[config.mk]
export PLATFORM = sky130hd
export DESIGN_NAME = fifo_sync
export DESIGN_NICKNAME = d
export VERILOG_FILES = /design/src/rtl/fifo_pkg.sv /design/src/rtl/fifo_ram.sv /design/src/rtl/fifo_sync.sv
export SDC_FILE = /design/constraint.sdc
export NUM_CORES = 1
export LEC_CHECK = 0
export ABC_AREA = 1
export CAP_MARGIN = 0
export CORE_MARGIN = 4
export CORE_UTILIZATION = 47
export DETAILED_ROUTE_END_ITERATION = 8
export SETUP_SLACK_MARGIN = 0.02
export SYNTH_ARGS = -nofsm -noshare
export SYNTH_HDL_FRONTEND = slang
export SYNTH_SLANG_ARGS = --single-unit
[constraint.sdc]
create_clock -name clk -period 2.3 [get_ports clk]
set_clock_uncertainty 0.1 [all_clocks]
set_input_delay 0.345 -clock clk [delete_from_list [all_inputs] [get_ports clk]]
set_output_delay 0.345 -clock clk [all_outputs]
set_load 0.02 [all_outputs]
[src/rtl/fifo_pkg.sv]
// rtl/fifo_pkg.sv - shared defaults and count type for the synchronous FIFO
package fifo_pkg;

   localparam int DEF_DATA_WIDTH = 8;
   localparam int DEF_DEPTH      = 16;
   localparam int DEF_ADDR_WIDTH = $clog2(DEF_DEPTH);

   // One extra bit so a completely full FIFO (count == DEPTH) is representable.
   typedef logic [DEF_ADDR_WIDTH:0] count_t;

endpackage

[src/rtl/fifo_ram.sv]
// rtl/fifo_ram.sv - simple dual-port storage, synchronous write, registered read, no reset
module fifo_ram
   import fifo_pkg::*;
#(
   parameter int DATA_WIDTH = DEF_DATA_WIDTH,
   parameter int DEPTH      = DEF_DEPTH,
   parameter int ADDR_WIDTH = $clog2(DEPTH)
) (
   input  logic                  clk,
   input  logic                  i_we,
   input  logic [ADDR_WIDTH-1:0] i_waddr,
   input  logic [DATA_WIDTH-1:0] i_wdata,
   input  logic                  i_re,
   input  logic [ADDR_WIDTH-1:0] i_raddr,
   output logic [DATA_WIDTH-1:0] o_rdata
);

   logic [DATA_WIDTH-1:0] r_mem [DEPTH];

   always_ff @(posedge clk) begin
      if (i_we) begin
         r_mem[i_waddr] <= i_wdata;
      end
      // Read register only loads on an accepted read, so it holds otherwise.
      if (i_re) begin
         o_rdata <= r_mem[i_raddr];
      end
   end

endmodule

[src/rtl/fifo_sync.sv]
// rtl/fifo_sync.sv - single-clock FIFO: pointers, count, registered flags and error pulses
module fifo_sync
   import fifo_pkg::*;
#(
   parameter int DATA_WIDTH = DEF_DATA_WIDTH,
   parameter int DEPTH      = DEF_DEPTH,
   parameter int ADDR_WIDTH = $clog2(DEPTH)
) (
   input  logic                  clk,
   input  logic                  rst_n,
   input  logic                  wr,
   input  logic [DATA_WIDTH-1:0] data,
   input  logic                  rd,
   output logic [DATA_WIDTH-1:0] q,
   output logic                  full,
   output logic                  mty,
   output logic [ADDR_WIDTH:0]   count,
   output logic                  ovf,
   output logic                  udf
);

   localparam logic [ADDR_WIDTH:0]   LP_DEPTH = (ADDR_WIDTH+1)'(DEPTH);
   localparam logic [ADDR_WIDTH-1:0] LP_PTR_1 = ADDR_WIDTH'(1);
   localparam logic [ADDR_WIDTH:0]   LP_CNT_1 = (ADDR_WIDTH+1)'(1);

   logic [ADDR_WIDTH-1:0] r_wptr;
   logic [ADDR_WIDTH-1:0] r_rptr;
   logic [ADDR_WIDTH:0]   r_count;
   logic                  r_full;
   logic                  r_mty;
   logic                  r_ovf;
   logic                  r_udf;
   logic                  r_q_vld;

   logic                  w_wr_acc;
   logic                  w_rd_acc;
   logic [ADDR_WIDTH:0]   w_count_nxt;
   logic [DATA_WIDTH-1:0] w_ram_q;

   assign w_wr_acc = wr && !r_full;
   assign w_rd_acc = rd && !r_mty;

   always_comb begin
      w_count_nxt = r_count;
      if (w_wr_acc && !w_rd_acc) begin
         w_count_nxt = r_count + LP_CNT_1;
      end else if (w_rd_acc && !w_wr_acc) begin
         w_count_nxt = r_count - LP_CNT_1;
      end
   end

   always_ff @(posedge clk or negedge rst_n) begin
      if (!rst_n) begin
         r_wptr  <= '0;
         r_rptr  <= '0;
         r_count <= '0;
         r_full  <= 1'b0;
         r_mty   <= 1'b1;
         r_ovf   <= 1'b0;
         r_udf   <= 1'b0;
         r_q_vld <= 1'b0;
      end else begin
         if (w_wr_acc) begin
            r_wptr <= r_wptr + LP_PTR_1;
         end
         if (w_rd_acc) begin
            r_rptr  <= r_rptr + LP_PTR_1;
            r_q_vld <= 1'b1;
         end
         r_count <= w_count_nxt;
         r_full  <= (w_count_nxt == LP_DEPTH);
         r_mty   <= (w_count_nxt == '0);
         r_ovf   <= wr && r_full;
         r_udf   <= rd && r_mty;
      end
   end

   fifo_ram #(
      .DATA_WIDTH (DATA_WIDTH),
      .DEPTH      (DEPTH),
      .ADDR_WIDTH (ADDR_WIDTH)
   ) u_ram (
      .clk     (clk),
      .i_we    (w_wr_acc),
      .i_waddr (r_wptr),
      .i_wdata (data),
      .i_re    (w_rd_acc),
      .i_raddr (r_rptr),
      .o_rdata (w_ram_q)
   );

   // The RAM read register has no reset; mask it until a read lands after reset.
   assign q     = r_q_vld ? w_ram_q : '0;
   assign full  = r_full;
   assign mty   = r_mty;
   assign count = r_count;
   assign ovf   = r_ovf;
   assign udf   = r_udf;

endmodule

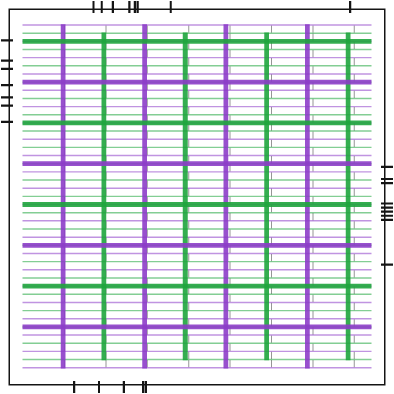
run_1/power_grid.png
Drawn at 3 px/um. Pins as bars on the die edge. Tap cells in gray.
Key: VDD = green; VSS = purple
8 straps on met5. 176 tap cells. 43 met1 rails follow the rows. 29 signal pins sit on the boundary.
die y size: 125 um
core area: 13,300 um^2
Max IR drop VDD: 0.606 mV
Die Width: 125 um

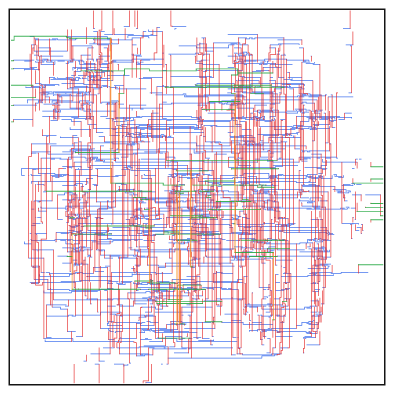
run_1/wires.png
Drawn at 3 px/um.
Key: metal 1 = blue [wire length 5,980 um]; metal 3 = green [wire length 762 um]; metal 2 = red [wire length 7,170 um]; metal 4 = orange [wire length 309 um]
total routed wirelength: 14,200 um
GRT Total Usage: 19.0%

==> impl.org, run 1 <==
#+TITLE: Implementation results

** Layout
- Seq/total area :: 59.3%
- Count of fill cells added during filler insertion :: 1,089
- Measured on the final layout, the clock distribution area share stands at 7.64%.
- Buffer share of cell area :: 7.55%
- Core utilization of the finished layout :: 57.6%
- Biggest area consumer among cell classes :: flip-flops and latches
- Share of final-layout standard cells stronger than drive strength 1 :: 13.8%
- Logic gate fraction of the total cell area :: 21.1%
- After the last flow step, the layout net total stands at 606.
- The layout report lists the combined flip-flop and latch area as about 4500 um^2.
- There are between 150 and 200 flip-flops and latches.
- Counting the inverters off the clock network in the layout gives 31.
- Non-clock buffer total of the final layout :: 61
- Synthesis-to-layout area growth :: 19.6%
- Area of all placed cells without fillers :: 7650 um^2

** Clock network
- Looking at the post-CTS report, the setup buffer insertion count equals 0.
- The registers of the reported paths see a clock transition of 0.06 ns.
- Clock tree buffer depth :: 2
- The H-tree generated during clock tree synthesis spans 4 levels.
- TritonCTS built the clock tree.
- Clock Tree Root :: clkbuf_16
- In this run, post-CTS hold repair placed 0 buffers.
- Number of instances resized during post-cts repair :: 0
- The later pin in the worst-skew pair is clocked with a latency of about 0.43 ns.

** Route
- Per the detail_route report, routed wire per instance is 18.3 um.
- Per the log, the first TritonRoute iteration ended with a DRC count of 323.
- Routed met1 length :: 5980 um
- Wire length on met2 :: around 7200 um
- Uppermost layer routed :: met4
- According to the report, the first pass of detailed routing completed in 5 iterations.
- Dividing the detail-routed via count by the number of cells gives 5.35.

** Power and ir drop
- The script computed a power per unit cell area of around 1300 nW/um^2.
- Clock share of power :: 27.8%
- Comb power frac :: between 30% and 40%
- Switching power as a fraction of the total was reported as 35.0%.
- Final total power :: 9880 uW
- The power report attributes to the sequential group a share of between 30% and 40%.
- Internal :: between 6000 and 7000 uW

** Synthesis
- Looking at area per cell type in the netlist, the leader is edfxtp_1.
- The mapped netlist covers 6400 um^2.
- Chip area line of the yosys report :: 6400 um^2
- The number of nets handed over by synthesis was 553.
- Area share, top type :: 63.8%
- In this run the mean area of a mapped cell was about 12 um^2.
- Instance tally after logic synthesis :: 534
- Post-synth the commonest register cell is edfxtp_1.
- The synthesis report gives the async set-or-reset register share as 11.7%.
- Counting flops with a built-in enable in the synthesized netlist gives 136.

** Final timing
- In the final report, the number of pins over their slew limit comes to 0.
- The worst path in the final design needs a cycle of about 2.1 ns, including I/O delays and setup.
- Headroom to the max-slew limit came out at around two thirds.
- Fraction of the cycle the final worst path needs :: between 90% and 100%
- RSZ-0062 raised after global routing :: no
- Number of setup violations in the final report :: 0
- Hold is met by 0.163 ns.

** Critical path
- Worst Path Max Fanout :: 9
- Depth of the most critical reg-to-reg path :: 8
- The worst setup path is captured at an output port.
- R2r startpoint :: r_rptr[0]
- Startpoint types :: flip-flop
- CP max stage cell :: clkdlybuf4s50_1

** Job
- The number of warnings reported in the stage logs is 30.
- # Max-Cap Violations :: 0

** Floorplan
- After floorplanning, the core was divided into 42 placement rows.
- Initial standard-cell utilization of the core :: 48.1%

** Global routing
- The via count of the first global-routing pass is 4,125.
- The first global-routing pass estimated roughly 22,000 um of wire.
- Busiest grt layer :: met2
- The initial antenna violation count is 0.
- Met1 Usage GRT :: roughly 24%

** Placed design
- RePlAce ended its routability-driven mode at a weighted congestion of 0.809.
- Final HPWL from detailed placement :: 9290 um
- Placed Cells incl. Taps :: 744
- Worst slack at placement :: 0.219 ns
- Once placement finished, the instance area stood at 7070 um^2.

** Status
- Status :: finished, final reports clean
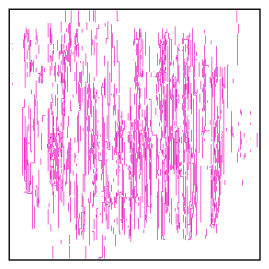
run_1/layer_met2.png
Drawn at 2 px/um.
The layer carries 7,170 um of wire. The longest straight run is 60.6 um. The wires run mostly vertical. 479 nets have wire on it. The layer holds 50% of the routed length.
via count of the routed design: 4,154
global routing usage on met2: 31.6%

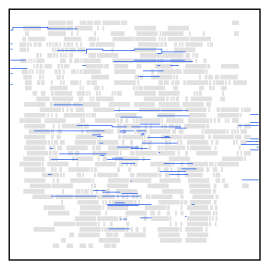
run_1/layer_met3.png
Drawn at 2 px/um. Cells faint in the background.
The longest straight run is 39.6 um. The layer holds 5.4% of the routed length. 50 nets have wire on it. The layer carries 762 um of wire. The wires run mostly horizontal.
met3 demand-to-capacity share in global routing: 4.80%

## run 1: synth_stat cells (all sizes together) (7+ instances only)
cell type  number
buf            16
clkbuf         11
dfrtp          17
edfxtp        136
ha              7
inv            29
nand2          59
nand3          26
nor2          112
o211ai         33
o21ai          68
xor2            7
## run 1: cell families (layout without fill, tap and decap cells)
| group | after synthesis | in the layout | synth area share, % |
|---|---|---|---|
| AND-OR/OR-AND | 106 | 106 | 9.58 |
| XOR/XNOR | 7 | 7 | 0.958 |
| adder cells (fa/ha/maj) | 7 | 7 | 1.37 |
| buffers and inverters | 58 | 124 | 3.85 |
| flip-flops | 154 | 154 | 70.9 |
| AND/OR/NAND/NOR | 202 | 202 | 13.4 |
## run 1: cells in the final DEF (no fill, tap or decap), types with 3 or more instances in the layout
cell             count
edfxtp_1           136
nor2_1             108
o21ai_0             63
nand2_1             51
o211ai_1            33
buf_4               29
clkdlybuf4s50_1     28
nand3_1             26
inv_1               25
clkbuf_16           17
dfrtp_1             16
nand2_2              7
xor2_1               7
ha_1                 7
clkinv_2             6
o21ai_1              5
a21oi_1              5
inv_2                4
buf_12               4
nor2_4               3
bufinv_16            3
clkinvlp_4           3
## run 1: flip-flops by register name, summed over array words and instances, names as in the netlist
signal	cells
u_ram.r_mem	128
udf	1
r_wptr	4
r_rptr	4
mty	1
full	1
ovf	1
count	5
r_q_vld	1
u_ram.o_rdata	8
## run 1: power by group through the flow
stage	combinational [uW]	clock (uW)	sequential [uW]
3_5_place_dp	3350	0	3840
5_1_grt	3720	2920	3830
4_1_cts	3370	2780	3790
6_report	3340	2750	3790
2_1_floorplan	2150	0	3830
3_3_place_gp	3310	0	3830
run_1/clocks.png
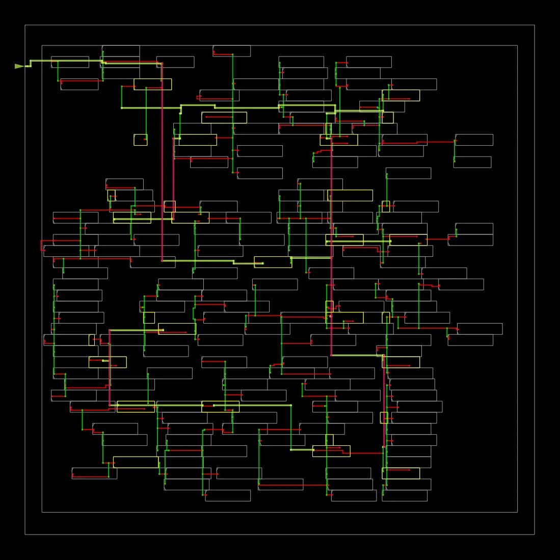

==> inputs of run 2 (changes only) <==
--- a/config.mk
+++ b/config.mk
@@ -10,6 +10,7 @@
 export CORE_MARGIN = 4
 export CORE_UTILIZATION = 47
 export DETAILED_ROUTE_END_ITERATION = 8
+export GPL_TIMING_DRIVEN = 0
 export SETUP_SLACK_MARGIN = 0.02
 export SYNTH_ARGS = -nofsm -noshare
 export SYNTH_HDL_FRONTEND = slang
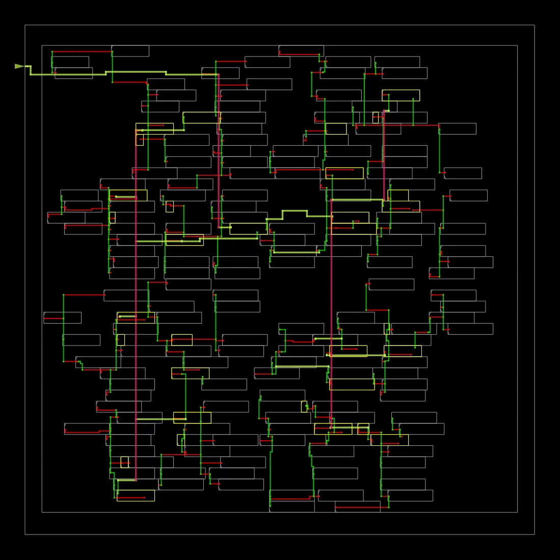
run_2/clocks.png
clock insertion delay at the later pin of the skew report: 0.42 ns
sequential cells: 154
TritonCTS sink count: 154
Num CTS Buffers: 17
total of clock buffers placed in the layout: 23

==> run 2 against run 1 <==
- clock power down 3%
- combinational power increased by 5%
- global-route usage rose by 0.63 points
- register-to-register slack got worse by 0.32 ns
- sequential cell count is the same
- design area decreased by 2.3%
- first-iteration DRC count up 3.1%
- non-clock buffer count shrank 7
- maximum frequency down 3.8%
- total power rose by 0.38%
==> impl.org, run 2 <==
#+TITLE: Implementation results

** Global routing
- The first-pass GRT wire length was 22,900 um (was 22,300 um).
- Maximum number of pins on one net before global-route repair :: 19 (was 72)
- Overflow left after global routing :: 0 (unchanged)
- Via count of the first global-routing pass :: 4,115 (was 4,125)
- The initial antenna violation count was 0 (unchanged).

** Synthesis
- The fraction of the mapped netlist area in adder cells was 1.37% (unchanged).
- Ranking of synthesized cells by area: edfxtp_1, dfrtp_1, nor2_1 (unchanged).
- The post-synthesis simple-gate area fraction came to 13.4% (unchanged).
- The fraction of synthesized cell area in xor and xnor cells came to 0.958% (unchanged).
- Comb area leader :: simple AND/OR/NAND/NOR gates (unchanged)
- Synth warn :: 0 (unchanged)
- Top cells by instance count after synthesis: edfxtp_1, nor2_1, o21ai_0, nand2_1, o211ai_1 (unchanged).
- Area share, top type :: 63.8% (unchanged)
- Synth Cell Area :: 6400 um^2 (unchanged)
- Fraction of synthesis flops using an asynchronous set or reset pin :: 11.7% (unchanged)
- The count of flip-flops with a built-in enable after synthesis was 136 (unchanged).
- AND-OR/OR-AND share of the synthesized area :: 9.58% (unchanged)
- Most common cell in the synthesized netlist :: edfxtp_1 (unchanged)
- Flip-flop and latch count after synthesis :: 154 (unchanged)
- The cell count in the Yosys report was 534 (unchanged).
- Main synth FF type :: edfxtp_1 (unchanged)
- The synthesized net count came to 553 (unchanged).
- The synthesized netlist cell count was 534 (unchanged).
- Mux share :: 0% (unchanged)
- Unique cell types :: 26 (unchanged)
- Chip area line of the yosys report :: 6400 um^2 (unchanged)
- Synth Seq Share :: 70.9% (unchanged)
- Biggest area consumer among synthesized cells :: edfxtp_1 (unchanged)
- The mean post-synth cell area is 12.0 um^2 (unchanged).

** Layout
- Most frequent logic cells in the routed design :: edfxtp_1, nor2_1, o21ai_0 (unchanged)
- Final antenna diode count :: 0 (unchanged)
- The area overhead of the layout relative to synthesis is 16.9% (was 19.6%).
- Max reg flops :: 128 (unchanged)
- Post-layout instance count excluding filler cells :: 769 (was 776)
- Area of all placed cells without fillers :: 7480 um^2 (was 7650 um^2)
- The count of fill cells added during filler insertion is 1,104 (was 1,089).
- The final layout net count came to 599 (was 606).
- Most frequent logic cell in the layout :: edfxtp_1 (unchanged)
- Register with the most flip-flops :: u_ram.r_mem (unchanged)
- Core utilization of the finished layout :: 56.2% (was 57.6%)
- The fraction of final layout cells sized beyond drive strength 1 is 11.1% (was 13.8%).

** Critical path
- The timing startpoint of the critical path was wr (was r_q_vld).
- The kind of start point of the critical path was a primary input (was flip-flop).
- Critical path depth in cells :: 6 (was 3)
- Worst Path Max Fanout :: 10 (was 9)
- The critical path class is in -> reg (was reg -> out).
- Depth of the most critical reg-to-reg path :: 4 (was 8)
- Element type at the critical path end :: flip-flop (was output port)
- CP peak stage delay :: 0.64 ns (was 0.59 ns)
- The critical path required time came to 2.24 ns (was 1.86 ns).
- The last element of the critical path was u_ram.r_mem[7][5] (was q[7]).
- The buffers plus inverters on the worst setup path was 3 (was 2).
- Register-to-register setup slack :: 0.18 ns (was 0.50 ns)
- R2r startpoint :: full (was r_rptr[0])
- CP max stage cell :: nor2_1 (was clkdlybuf4s50_1)
- The worst path arrival time is 2.10 ns (was 1.63 ns).
- Cells along the critical path :: clkdlybuf4s50_1, inv_1, nor2_4, buf_6, nand2_1, nor2_1 (was nand2_1, inv_1, clkdlybuf4s50_1)
- CP delay by family, top :: simple AND/OR/NAND/NOR gates (was buffers and inverters)
- The worst reg2reg path endpoint is u_ram.r_mem[7][5] (was u_ram.o_rdata[5]).

** Clock network
- Count of hold buffers inserted by post-cts repair :: 0 (unchanged)
- Number of instances resized during post-cts repair :: 0 (unchanged)
- The clock tree root driver cell is clkbuf_16 (unchanged).
- The maximum clock path buffer count was 2 (unchanged).
- Number of setup buffers added after CTS :: 0 (unchanged)
- The clock input transition at the sequential cells of the worst setup and hold paths is 0.06 ns (about the same).
- H-tree levels :: 4 (unchanged)
- Clock tree from TritonCTS :: built (unchanged)

** Placed design
- The worst setup slack before clock tree synthesis is -0.318 ns (was 0.219 ns).
- Final HPWL from detailed placement :: 9840 um (was 9290 um)
- RePlAce Congestion :: 0.870 (was 0.809)
- Cell Area, Placed :: 6900 um^2 (was 7070 um^2)
- Placed Cells incl. Taps :: 738 (was 744)
- Number of port buffers :: 28 (unchanged)

** Min path
- The class of the tightest hold or removal check is in -> async (unchanged).

** Final timing
- The worst hold margin was 0.396 ns (was 0.163 ns).
- Remaining max-slew budget at the tightest pin :: 30.5% (was 66.3%)
- RSZ-0062 raised after global routing :: yes (was no)
- The number of max-slew violations in the final report is 0 (unchanged).
- Final Critical Period :: 2.16 ns (was 2.07 ns)
- The final hold violation count is 0 (unchanged).
- Achievable frequency :: 463 MHz (was 482 MHz)
- The actual transition at the worst max-transition pin came to 1.04 ns (was 0.502 ns).
- The setup TNS came to 0 ns (unchanged).
- Fraction of the cycle the final worst path needs :: 93.8% (was 90.2%)
- The minimum setup slack in the final design is 0.142 ns (was 0.225 ns).
- Number of setup violations in the final report :: 0 (unchanged)

** Floorplan
- Die Size :: 15,500 um^2 (unchanged)
- Core area :: 13,300 um^2 (unchanged)
- Initial standard-cell utilization of the core :: 48.1% (unchanged)
- The die width came to 125 um (unchanged).
- Die y size :: 125 um (unchanged)
- Number of rows created at floorplan :: 42 (unchanged)
- I/O Pins :: 29 (unchanged)

** Power and ir drop
- Final total power :: 9910 uW (was 9880 uW)
- Leakage power of the design :: 0.00269 uW (was 0.00280 uW)
- The maximum ir drop on the vdd rail came to 0.600 mV (was 0.606 mV).
- Total power divided by cell area :: 1330 nW/um^2 (was 1290 nW/um^2)

** Route
- Remaining DRCs :: 0 (unchanged)
- The violation count after the first detailed-route iteration was 333 (was 323).
- The detailed-router iteration count before antenna repair came to 5 (unchanged).
- The post-detailed-route count of antenna-violating nets is 0 (unchanged).
- The average vias per placed instance was 5.51 (was 5.35).

** Job
- The total number of warnings across the stage logs is 31 (was 30).
- # Max-Cap Violations :: 0 (unchanged)

** Status
- Status :: finished, final reports clean (unchanged)
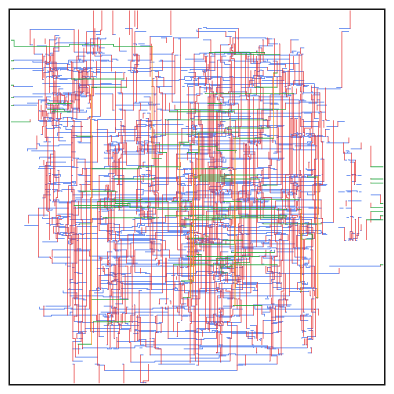
run_2/wires.png
Drawn at 3 px/um.
Key: metal 2 = red [wire length 7,340 um]; metal 3 = green [wire length 1,040 um]; metal 1 = blue [wire length 6,040 um]; metal 4 = orange [wire length 372 um]
GRT Total Usage: 19.6%
via count of the routed design: 4,238
DR WL/cell: 19.2 um
total routed wirelength: 14,800 um

-- run 2: netlist changes by cell type in the layout (fill, tap and decap cells not counted), sizes merged --
cell      change
buf          -17
bufinv        -1
clkbuf       +14
clkinvlp      -2
inv           -1
-- run 2: power by group --
part | internal (uW) | switching, uW | leakage, uW | total (uW)
combinational | 1120 | 2380 | 0.000958 | 3500
sequential | 3550 | 194 | 0.00145 | 3750
clock | 1670 | 1000 | 0.000284 | 2670
total | 6340 | 3580 | 0.00269 | 9910
-- run 2: kinds of logic (layout without fill, tap and decap cells) --
| kind of cell | count (synthesis) | after routing |
|---|---|---|
| AND-OR/OR-AND | 106 | 106 |
| buffers and inverters | 58 | 117 |
| flip-flops | 154 | 154 |
| AND/OR/NAND/NOR | 202 | 202 |
| XOR/XNOR | 7 | 7 |
| adder cells (fa/ha/maj) | 7 | 7 |
-- run 2: worst min path at each step --
stage,from,end
finish,rst_n,r_rptr[1]
floorplan,rst_n,count[0]
global route,wr,ovf
CTS,wr,ovf
detailed placement,mty,udf
global placement,mty,udf
-- run 2: layer usage --
| metal | up-vias | GRT usage, % | part of all wire [%] |
|---|---|---|---|
| met2 | 162 | 32.7 | 50 |
| met4 | 0 | 8.77 | 2.5 |
| met3 | 26 | 3.60 | 7.1 |
| li1 | 1974 | - | - |
| met5 | - | 0 | 0 |
| met1 | 2076 | 25.2 | 41 |
-- run 2: final cells by class --
class                      instances  area [um^2]  area share, %
clock buffer                      23          478           6.39
buffer                            26          126           1.69
clock inverter                     9         96.3           1.29
multi-input combinational        322         1620           21.7
inverter                          31          116           1.56
timing repair buffer              28          280           3.75
tap                              176          220           2.95
sequential                       154         4540           60.7
-- run 2: worst reg2reg max path: cells and delay by family, from the launching register on --
kind,cells,cell delay [ns]
DFF,1,0.42
buffers and inverters,1,0.17
and+or+nand+nor,3,1.05
Power and IR drop assume default switching activity.
